### src/rtl/fp16_pkg.sv
// Shared fp16 constants, classification helpers and the stream accumulator state encoding.
package fp16_pkg;

  localparam logic [15:0] FP16_POS_ZERO = 16'h0000;
  localparam logic [15:0] FP16_POS_INF  = 16'h7C00;
  localparam logic [15:0] FP16_NEG_INF  = 16'hFC00;
  localparam logic [15:0] FP16_QNAN     = 16'h7E00;

  typedef enum logic [1:0] {
    ACC_IDLE  = 2'd0,
    ACC_ACCUM = 2'd1,
    ACC_DONE  = 2'd2
  } acc_state_e;

  function automatic logic fp16_is_nan(input logic [15:0] x);
    return (x[14:10] == 5'h1F) && (x[9:0] != 10'd0);
  endfunction

  function automatic logic fp16_is_inf(input logic [15:0] x);
    return x[14:0] == FP16_POS_INF[14:0];
  endfunction

endpackage

### src/rtl/fp16_adder.sv
// Combinational IEEE-754 half-precision adder, round-to-nearest-even, denormal aware.
module fp16_adder
  import fp16_pkg::*;
(
  input  logic [15:0] a,
  input  logic [15:0] b,
  output logic [15:0] sum
);

  logic        swap_s, eff_sub_s, round_up_s;
  logic [15:0] x_s, y_s;
  logic [5:0]  x_exp_s, y_exp_s, diff_s, shamt_s, exp_s, exp_f_s;
  logic [13:0] x_man_s, y_man_s, y_al_s, norm_s;
  logic [27:0] y_shift_s;
  logic [14:0] raw_s;
  logic [11:0] rnd_s;
  logic [10:0] man_s;

  // Align, add, normalise and round; the larger magnitude is always x so the result sign is x's.
  always_comb begin
    swap_s    = b[14:0] > a[14:0];
    x_s       = swap_s ? b : a;
    y_s       = swap_s ? a : b;
    eff_sub_s = x_s[15] ^ y_s[15];
    x_exp_s   = (x_s[14:10] == 5'd0) ? 6'd1 : {1'b0, x_s[14:10]};
    y_exp_s   = (y_s[14:10] == 5'd0) ? 6'd1 : {1'b0, y_s[14:10]};
    x_man_s   = {x_s[14:10] != 5'd0, x_s[9:0], 3'b000};
    y_man_s   = {y_s[14:10] != 5'd0, y_s[9:0], 3'b000};
    diff_s    = x_exp_s - y_exp_s;
    shamt_s   = (diff_s > 6'd14) ? 6'd14 : diff_s;
    y_shift_s = {y_man_s, 14'd0} >> shamt_s;
    y_al_s    = y_shift_s[27:14] | {13'd0, |y_shift_s[13:0]};
    if (eff_sub_s) begin
      raw_s = {1'b0, x_man_s} - {1'b0, y_al_s};
    end else begin
      raw_s = {1'b0, x_man_s} + {1'b0, y_al_s};
    end
    if (raw_s[14]) begin
      norm_s = raw_s[14:1] | {13'd0, raw_s[0]};
      exp_s  = x_exp_s + 6'd1;
    end else begin
      norm_s = raw_s[13:0];
      exp_s  = x_exp_s;
    end
    for (int i = 0; i < 14; i++) begin
      if (!norm_s[13] && (exp_s > 6'd1)) begin
        norm_s = norm_s << 1;
        exp_s  = exp_s - 6'd1;
      end else begin
        norm_s = norm_s;
      end
    end
    round_up_s = norm_s[2] & (norm_s[1] | norm_s[0] | norm_s[3]);
    rnd_s      = {1'b0, norm_s[13:3]} + {11'd0, round_up_s};
    man_s      = rnd_s[11] ? rnd_s[11:1] : rnd_s[10:0];
    exp_f_s    = exp_s + {5'd0, rnd_s[11]};

    if (fp16_is_nan(a) || fp16_is_nan(b)) begin
      sum = FP16_QNAN;
    end else if (fp16_is_inf(a) && fp16_is_inf(b)) begin
      sum = (a[15] != b[15]) ? FP16_QNAN : a;
    end else if (fp16_is_inf(a)) begin
      sum = a;
    end else if (fp16_is_inf(b)) begin
      sum = b;
    end else if (raw_s == 15'd0) begin
      sum = {x_s[15] & y_s[15], 15'd0};
    end else if (exp_f_s >= 6'd31) begin
      sum = {x_s[15], FP16_POS_INF[14:0]};
    end else begin
      sum = {x_s[15], man_s[10] ? exp_f_s[4:0] : 5'd0, man_s[9:0]};
    end
  end

endmodule

### src/rtl/fp16_stream_accumulator.sv
// Valid/ready fp16 burst reducer: keeps a running sum through fp16_adder and emits total, count and flags.
module fp16_stream_accumulator
  import fp16_pkg::*;
#(
  parameter int MAX_LEN = 256,
  parameter int CNT_W   = 9
) (
  input  logic             clk,
  input  logic             rst_n,
  input  logic             flush,
  input  logic             in_valid,
  output logic             in_ready,
  input  logic [15:0]      in_data,
  input  logic             in_last,
  output logic             out_valid,
  input  logic             out_ready,
  output logic [15:0]      out_sum,
  output logic [CNT_W-1:0] out_count,
  output logic             out_nan,
  output logic             out_inf,
  output logic             out_trunc
);

  acc_state_e       state_r;
  logic [15:0]      acc_r, sum_next_s, new_acc_s, out_sum_r;
  logic [CNT_W-1:0] cnt_r, new_cnt_s, out_count_r;
  logic             nan_sticky_r, in_ready_r, out_valid_r;
  logic             out_nan_r, out_inf_r, out_trunc_r;
  logic             accept_s, end_s;

  fp16_adder u_adder (
    .a   (acc_r),
    .b   (in_data),
    .sum (sum_next_s)
  );

  // The first term of a burst bypasses the adder so -0.0 and denormals are kept bit-exact.
  always_comb begin
    accept_s = in_valid && in_ready_r && !flush;
    if (state_r == ACC_IDLE) begin
      new_acc_s = in_data;
      new_cnt_s = CNT_W'(1);
    end else begin
      new_acc_s = sum_next_s;
      new_cnt_s = cnt_r + CNT_W'(1);
    end
    end_s = in_last || (new_cnt_s == CNT_W'(MAX_LEN));
  end

  // Burst FSM with registered handshake and result outputs.
  always_ff @(posedge clk or negedge rst_n) begin
    if (!rst_n) begin
      state_r      <= ACC_IDLE;
      acc_r        <= FP16_POS_ZERO;
      cnt_r        <= '0;
      nan_sticky_r <= 1'b0;
      in_ready_r   <= 1'b0;
      out_valid_r  <= 1'b0;
      out_sum_r    <= FP16_POS_ZERO;
      out_count_r  <= '0;
      out_nan_r    <= 1'b0;
      out_inf_r    <= 1'b0;
      out_trunc_r  <= 1'b0;
    end else begin
      case (state_r)
        ACC_IDLE, ACC_ACCUM: begin
          if (flush) begin
            state_r      <= ACC_IDLE;
            acc_r        <= FP16_POS_ZERO;
            cnt_r        <= '0;
            nan_sticky_r <= 1'b0;
            in_ready_r   <= 1'b1;
          end else if (accept_s) begin
            acc_r        <= new_acc_s;
            cnt_r        <= new_cnt_s;
            nan_sticky_r <= nan_sticky_r | fp16_is_nan(new_acc_s);
            if (end_s) begin
              state_r     <= ACC_DONE;
              in_ready_r  <= 1'b0;
              out_valid_r <= 1'b1;
              out_sum_r   <= new_acc_s;
              out_count_r <= new_cnt_s;
              out_nan_r   <= nan_sticky_r | fp16_is_nan(new_acc_s);
              out_inf_r   <= fp16_is_inf(new_acc_s);
              out_trunc_r <= !in_last;
            end else begin
              state_r    <= ACC_ACCUM;
              in_ready_r <= 1'b1;
            end
          end else begin
            in_ready_r <= 1'b1;
          end
        end
        ACC_DONE: begin
          if (out_ready) begin
            state_r      <= ACC_IDLE;
            acc_r        <= FP16_POS_ZERO;
            cnt_r        <= '0;
            nan_sticky_r <= 1'b0;
            in_ready_r   <= 1'b1;
            out_valid_r  <= 1'b0;
          end else begin
            in_ready_r  <= 1'b0;
            out_valid_r <= 1'b1;
          end
        end
        default: begin
          state_r      <= ACC_IDLE;
          acc_r        <= FP16_POS_ZERO;
          cnt_r        <= '0;
          nan_sticky_r <= 1'b0;
          in_ready_r   <= 1'b0;
          out_valid_r  <= 1'b0;
        end
      endcase
    end
  end

  assign in_ready  = in_ready_r;
  assign out_valid = out_valid_r;
  assign out_sum   = out_sum_r;
  assign out_count = out_count_r;
  assign out_nan   = out_nan_r;
  assign out_inf   = out_inf_r;
  assign out_trunc = out_trunc_r;

endmodule

### config.mk
export PLATFORM = sky130hd
export DESIGN_NAME = fp16_stream_accumulator
export DESIGN_NICKNAME = d
export VERILOG_FILES = /design/src/rtl/fp16_pkg.sv /design/src/rtl/fp16_adder.sv /design/src/rtl/fp16_stream_accumulator.sv
export SDC_FILE = /design/constraint.sdc
export NUM_CORES = 1
export LEC_CHECK = 0
export ABC_AREA = 1
export CAP_MARGIN = 20
export CORE_UTILIZATION = 44
export DETAILED_ROUTE_END_ITERATION = 10
export GPL_TIMING_DRIVEN = 0
export PLACE_DENSITY_LB_ADDON = 0.2
export SLEW_MARGIN = 20
export SYNTH_ARGS = -nofsm -noshare
export SYNTH_HDL_FRONTEND = slang
export SYNTH_SLANG_ARGS = --single-unit
### constraint.sdc
create_clock -name clk -period 32.3 [get_ports clk]
set_input_delay 4.845 -clock clk [delete_from_list [all_inputs] [get_ports clk]]
set_output_delay 4.845 -clock clk [all_outputs]
set_load 0.02 [all_outputs]
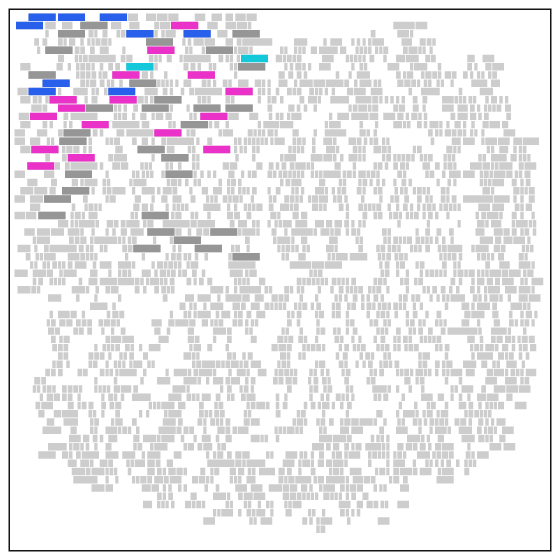
(run_1/registers.png)
[blue] out_count | flops: 9 | where: top left
[magenta] out_sum | flops: 16 | where: top left
[cyan] state_r | flops: 2
not coloured: 31

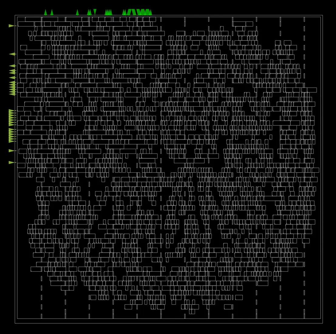
(run_1/final_placement.png)
Seq area share: 9.552%
Final Non-Filler Cells: 2,802
num tapcells: 396
flip-flop and latch count: 58
number of fill cells: 3,257

==> flow_summary.json, run 1 <==
{
  "layout_top_cell": "sky130_fd_sc_hd__nand2_1",
  "fin_crit_sh_pct": 93.67,
  "met2_usage_in_global_routing_pct": 40.25,
  "synthDominantCellAreaShare_pct": 19.04,
  "crit-reg2reg-capture": "out_nan",
  "post_synth_instance_area_um2": 13600,
  "synth_chip_area_um2": 13600,
  "topRoutingLayerUsed": "met4",
  "largestClassByArea": "combinational gates",
  "edf_count": 0,
  "placement_rows": 64,
  "crit_start": "in_data[12]",
  "openroad.warnings": 51,
  "postSynth.asyncResetShare_pct": 100.0,
  "post_synth_and_or_nand_nor_area_fraction_pct": 48.20,
  "run_status": "complete, no violations",
  "setup.worst_path.end_class": "flop",
  "insertion_delay_ns": 0.33,
  "grt_use_total_pct": 22.60,
  "grt_start_max_net_pins": 52,
  "maxCapViolCount": 0,
  "drt-pass1-iter-count": 5,
  "cts.repair.resized": 6,
  "hold-path-endpoint": "out_count[2]",
  "gp_congestion": 0.9393,
  "synth.area.top_cells": "sky130_fd_sc_hd__nand2_1 19%, sky130_fd_sc_hd__dfrtp_1 11%, sky130_fd_sc_hd__inv_1 9.9%",
  "comb_cells": 1796,
  "reg2reg_from": "acc_r[6]",
  "viasPerCell": 5.037,
  "ys_cells": 2332,
  "clkSlewWorstSetupHoldPaths_ns": 0.05,
  "holdCritPathClass": "flop to flop",
  "path_delay_family": "simple AND/OR/NAND/NOR gates",
  "cp.buffers_inverters": 40,
  "synth.cellmix.xorXnorShare_pct": 2.465,
  "storage_cell_area_um2": 1451,
  "detail_route_met3_wl_mm": 1.088,
  "io_pins": 52,
  "grt_pass1_vias": 12930,
  "timing_worst_slew_pin_value_ns": 0.7512,
  "finalHoldViolCount": 0,
  "cpMaxStageDelayCell": "sky130_fd_sc_hd__clkdlybuf4s50_1",
  "post-dp-hpwl_mm": 29.61,
  "post_synth_num_cell_types": 63,
  "flop_cell": "sky130_fd_sc_hd__dfrtp_1",
  "logic_family": "simple AND/OR/NAND/NOR gates",
  "cts_tree": "done",
  "grt_util_met1_pct": 29.64,
  "clock-skew-final_ns": 0.006723,
  "final_cell_mix": "685 x sky130_fd_sc_hd__nand2_1, 354 x sky130_fd_sc_hd__inv_1, 193 x sky130_fd_sc_hd__o21ai_0",
  "postCtsHoldBufs": 0,
  "drv_slew": 0,
  "final_net_count": 2501,
  "cts.root.buffer_cell": "sky130_fd_sc_hd__clkbuf_16",
  "placed_area_um2": 14630,
  "top_cells_by_count": "690 x sky130_fd_sc_hd__nand2_1, 358 x sky130_fd_sc_hd__inv_1, 197 x sky130_fd_sc_hd__o21ai_0",
  "postSynthCellCount": 2332,
  "routed_wire_length_per_instance_um": 12.74,
  "setup_viol_count_final": 0,
  "clock_tree_area_fraction_pct": 1.795,
  "grtUsageMet3_pct": 1.671,
  "post-route-drc-count": 0,
  "postLayoutCellArea_um2": 15190,
  "aggregate_negative_setup_slack_ns": 0,
  "floorplan.initialDensity_pct": 44.59,
  "final_period_minus_worst_setup_slack_ns": 30.26,
  "layout.clock_buffers": 11,
  "postCtsSetupRepairBufs": 0,
  "first_iter_violations": 869,
  "cts.sink_count": 58,
  "buffers_excl_clock": 134,
  "placed_cells": 2780,
  "routed_wirelength_mm": 35.71,
  "route.layer.met1.wl_mm": 16.95,
  "synth_seq_share_pct": 10.67,
  "finish.utilization_pct": 49.80,
  "synth_warnings": 0,
  "floorplan.nets": 2432,
  "die.size.x_um": 177.8,
  "synth_flops": 58,
  "timing.critical_path.fanout_max": 10,
  "final_antenna_net_count": 0,
  "postSynthAreaPerCell_um2": 5.833,
  "busiest_layer": "met2",
  "holdCritStartpoint": "out_count[2]",
  "fmax_mhz": 33.05,
  "fp.dieArea_um2": 31620,
  "layout.non_clock_inverters": 402,
  "rrSetupSlack_ns": 6.54,
  "area_growth_syn_to_layout_pct": 11.70,
  "worstRegToRegCells": 205,
  "cts-root-to-sink-buffers": 2,
  "antenna_found_initial": 0,
  "min_path_cells": 2,
  "crit_cells": 204,
  "timing.critical_path.required_ns": 32.57,
  "h-tree-depth": 3,
  "pre_cts_ws_ns": -0.7339,
  "critPathMaxStageDelay_ns": 0.49,
  "relSlewSlack_pct": 49.53,
  "worst_path_arrival_ns": 30.53,
  "ys_sh_aoi_pct": 15.53,
  "critPathLaunchType": "primary input",
  "buffer_area_share_pct": 7.872,
  "multiplexer_fraction_of_the_synthesized_cell_area_pct": 0.07358,
  "layout_cell_share_with_drive_strength_beyond_1_pct": 17.25,
  "worst_slack_ns": 2.044,
  "path_common_cell": "sky130_fd_sc_hd__nand2_1",
  "chipHeight_um": 177.8,
  "ys_sh_adder_pct": 7.285,
  "worstSetupEndpoint": "out_nan",
  "mi_logic_area_um2": 10220,
  "yosysTopAreaCell": "sky130_fd_sc_hd__nand2_1",
  "cts_buffers": 9,
  "overflow": 0,
  "timing.setup.critical_path_class": "primary input to flop",
  "core_um2": 30510,
  "wl_met2_mm": 17.07,
  "port_buffers": 51,
  "first_pass_grt_wire_length_mm": 59.98,
  "antenna-diode-count": 0,
  "comb_area_share_pct": 67.29
}
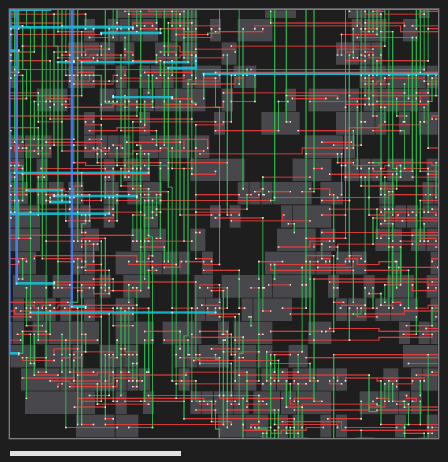
(run_1/zoom.png)
The bar under the picture is 20 µm long. Window x 19 to 69, y 19 to 69 µm. Cells in grey, sequential cells in the stronger grey; small squares are vias.
[blue] met4
[green] met2
[red] met1
[cyan] met3
most frequent: nand2_1 (52), nand3_1 (29), inv_1 (26)
cells with their middle in the window: 226
sequential cells in the window: 0

==> run_1/cell_classes.png <==
Fill, decap, tap and diode cells in grey.
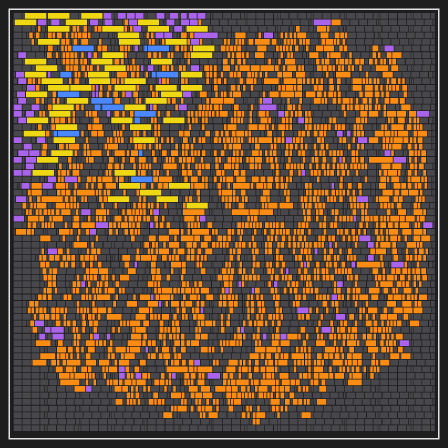

==> run 2: changes to the inputs <==
--- a/config.mk
+++ b/config.mk
@@ -11,7 +11,7 @@
 export DETAILED_ROUTE_END_ITERATION = 10
 export GPL_TIMING_DRIVEN = 0
 export PLACE_DENSITY_LB_ADDON = 0.2
-export SLEW_MARGIN = 20
+export SLEW_MARGIN = 10
 export SYNTH_ARGS = -nofsm -noshare
 export SYNTH_HDL_FRONTEND = slang
 export SYNTH_SLANG_ARGS = --single-unit
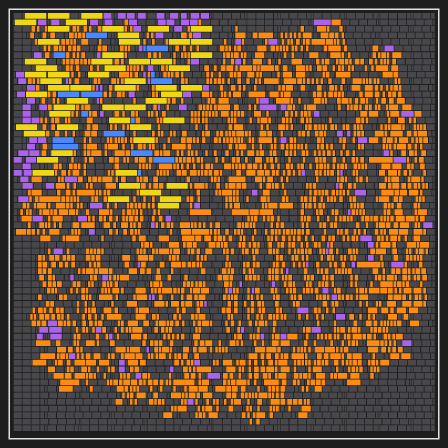
(run_2/cell_classes.png)
Fill, decap, tap and diode cells in grey.
[purple] other buffers and delay cells | cells: 139 | share of their area: 8.3%
[orange] all other logic | cells: 2,198 | share of their area: 80%
[blue] clock drivers and dummy loads | cells: 16 | share of their area: 2.0%
[yellow] flip-flops | cells: 58 | share of their area: 9.8%
final design utilization: 49.97%
Seq area share: 9.520%
Core ar.: 30,510 µm²

==> run 2 against run 1 <==
  * Final cell count rose by 0.18%
  * Synthesized cell count did not move
  * Clock skew fell by 0.00090 ns
  * Design area rose by 0.34%
  * Highest routed layer unchanged
  * First-iteration DRC count fell by 9.1%
  * Global-route usage rose by 0.11 points
  * Setup slack got worse by 0.064 ns
  * Non-clock buffer count rose by 5
==> flow_summary.json, run 2 <==
{
  "flop_cell": "sky130_fd_sc_hd__dfrtp_1",
  "synth.cellmix.xorXnorShare_pct": 2.465,
  "final_antenna_net_count": 0,
  "edf_count": 0,
  "cts_tree": "done",
  "h-tree-depth": 3,
  "drt-pass1-iter-count": 6,
  "maxCapViolCount": 0,
  "crit_cells": 201,
  "layout_cell_share_with_drive_strength_beyond_1_pct": 17.42,
  "busiest_layer": "met2",
  "rrSetupSlack_ns": 6.52,
  "ys_cells": 2332,
  "antenna_found_initial": 0,
  "finalHoldViolCount": 0,
  "routed_wire_length_per_instance_um": 12.74,
  "postCtsHoldBufs": 0,
  "layout.non_clock_inverters": 402,
  "holdCritPathClass": "flop to flop",
  "cts-root-to-sink-buffers": 2,
  "synth_flops": 58,
  "ys_sh_adder_pct": 7.285,
  "filler_cell_count": 3211,
  "path_common_cell": "sky130_fd_sc_hd__nand2_1",
  "flip_flop_and_latch_count": 58,
  "cts.root.buffer_cell": "sky130_fd_sc_hd__clkbuf_16",
  "floorplan.initialDensity_pct": 44.59,
  "cp.buffers_inverters": 39,
  "pre_cts_ws_ns": -0.7302,
  "post-route-drc-count": 0,
  "worst_path_arrival_ns": 30.59,
  "fmax_mhz": 32.98,
  "die.size.x_um": 177.8,
  "reg2reg_from": "acc_r[14]",
  "cts.repair.resized": 6,
  "yosysTopAreaCell": "sky130_fd_sc_hd__nand2_1",
  "layout_top_cell": "sky130_fd_sc_hd__nand2_1",
  "multiplexer_fraction_of_the_synthesized_cell_area_pct": 0.07358,
  "detail_route_met3_wl_mm": 1.163,
  "viasPerCell": 5.049,
  "holdCritStartpoint": "out_count[2]",
  "mi_logic_area_um2": 10230,
  "final_net_count": 2506,
  "relSlewSlack_pct": 50.14,
  "area_growth_syn_to_layout_pct": 12.08,
  "logic_family": "simple AND/OR/NAND/NOR gates",
  "post_synth_and_or_nand_nor_area_fraction_pct": 48.20,
  "buffer_area_share_pct": 7.985,
  "post_synth_num_cell_types": 63,
  "gp_congestion": 0.9393,
  "postSynthCellCount": 2332,
  "overflow": 0,
  "timing.critical_path.fanout_max": 10,
  "buffers_excl_clock": 139,
  "placed_area_um2": 14610,
  "tapCellCount": 396,
  "grtUsageMet3_pct": 1.650,
  "grt_start_max_net_pins": 59,
  "drv_slew": 0,
  "cpMaxStageDelayCell": "sky130_fd_sc_hd__clkdlybuf4s50_1",
  "comb_cells": 1796,
  "clkSlewWorstSetupHoldPaths_ns": 0.05,
  "crit-reg2reg-capture": "out_nan",
  "synth_chip_area_um2": 13600,
  "worstSetupEndpoint": "out_nan",
  "critPathLaunchType": "primary input",
  "layout.clock_buffers": 11,
  "port_buffers": 51,
  "chipHeight_um": 177.8,
  "synth_seq_share_pct": 10.67,
  "run_status": "complete, no violations",
  "grt_use_total_pct": 22.71,
  "topRoutingLayerUsed": "met4",
  "top_cells_by_count": "690 x sky130_fd_sc_hd__nand2_1, 358 x sky130_fd_sc_hd__inv_1, 197 x sky130_fd_sc_hd__o21ai_0",
  "path_delay_family": "simple AND/OR/NAND/NOR gates",
  "floorplan.nets": 2432,
  "met2_usage_in_global_routing_pct": 39.65,
  "setup.worst_path.end_class": "flop",
  "post_synth_instance_area_um2": 13600,
  "cts_buffers": 9,
  "route.layer.met1.wl_mm": 17.00,
  "fin_crit_sh_pct": 93.87,
  "io_pins": 52,
  "fp.dieArea_um2": 31620,
  "postCtsSetupRepairBufs": 0,
  "storage_cell_area_um2": 1451,
  "timing_worst_slew_pin_value_ns": 0.7479,
  "min_path_cells": 2,
  "wl_met2_mm": 16.82,
  "openroad.warnings": 51,
  "postSynth.asyncResetShare_pct": 100.0,
  "placement_rows": 64,
  "grt_util_met1_pct": 30.29,
  "postSynthAreaPerCell_um2": 5.833,
  "critPathMaxStageDelay_ns": 0.60,
  "setup_viol_count_final": 0,
  "antenna-diode-count": 0,
  "final_cell_mix": "685 x sky130_fd_sc_hd__nand2_1, 354 x sky130_fd_sc_hd__inv_1, 193 x sky130_fd_sc_hd__o21ai_0",
  "final_period_minus_worst_setup_slack_ns": 30.32,
  "timing.setup.critical_path_class": "primary input to flop",
  "timing.critical_path.required_ns": 32.57,
  "ys_sh_aoi_pct": 15.53,
  "grt_pass1_vias": 13030,
  "synthDominantCellAreaShare_pct": 19.04,
  "cts.sink_count": 58,
  "worst_slack_ns": 1.980,
  "synth.area.top_cells": "sky130_fd_sc_hd__nand2_1 19%, sky130_fd_sc_hd__dfrtp_1 11%, sky130_fd_sc_hd__inv_1 9.9%",
  "aggregate_negative_setup_slack_ns": 0
}
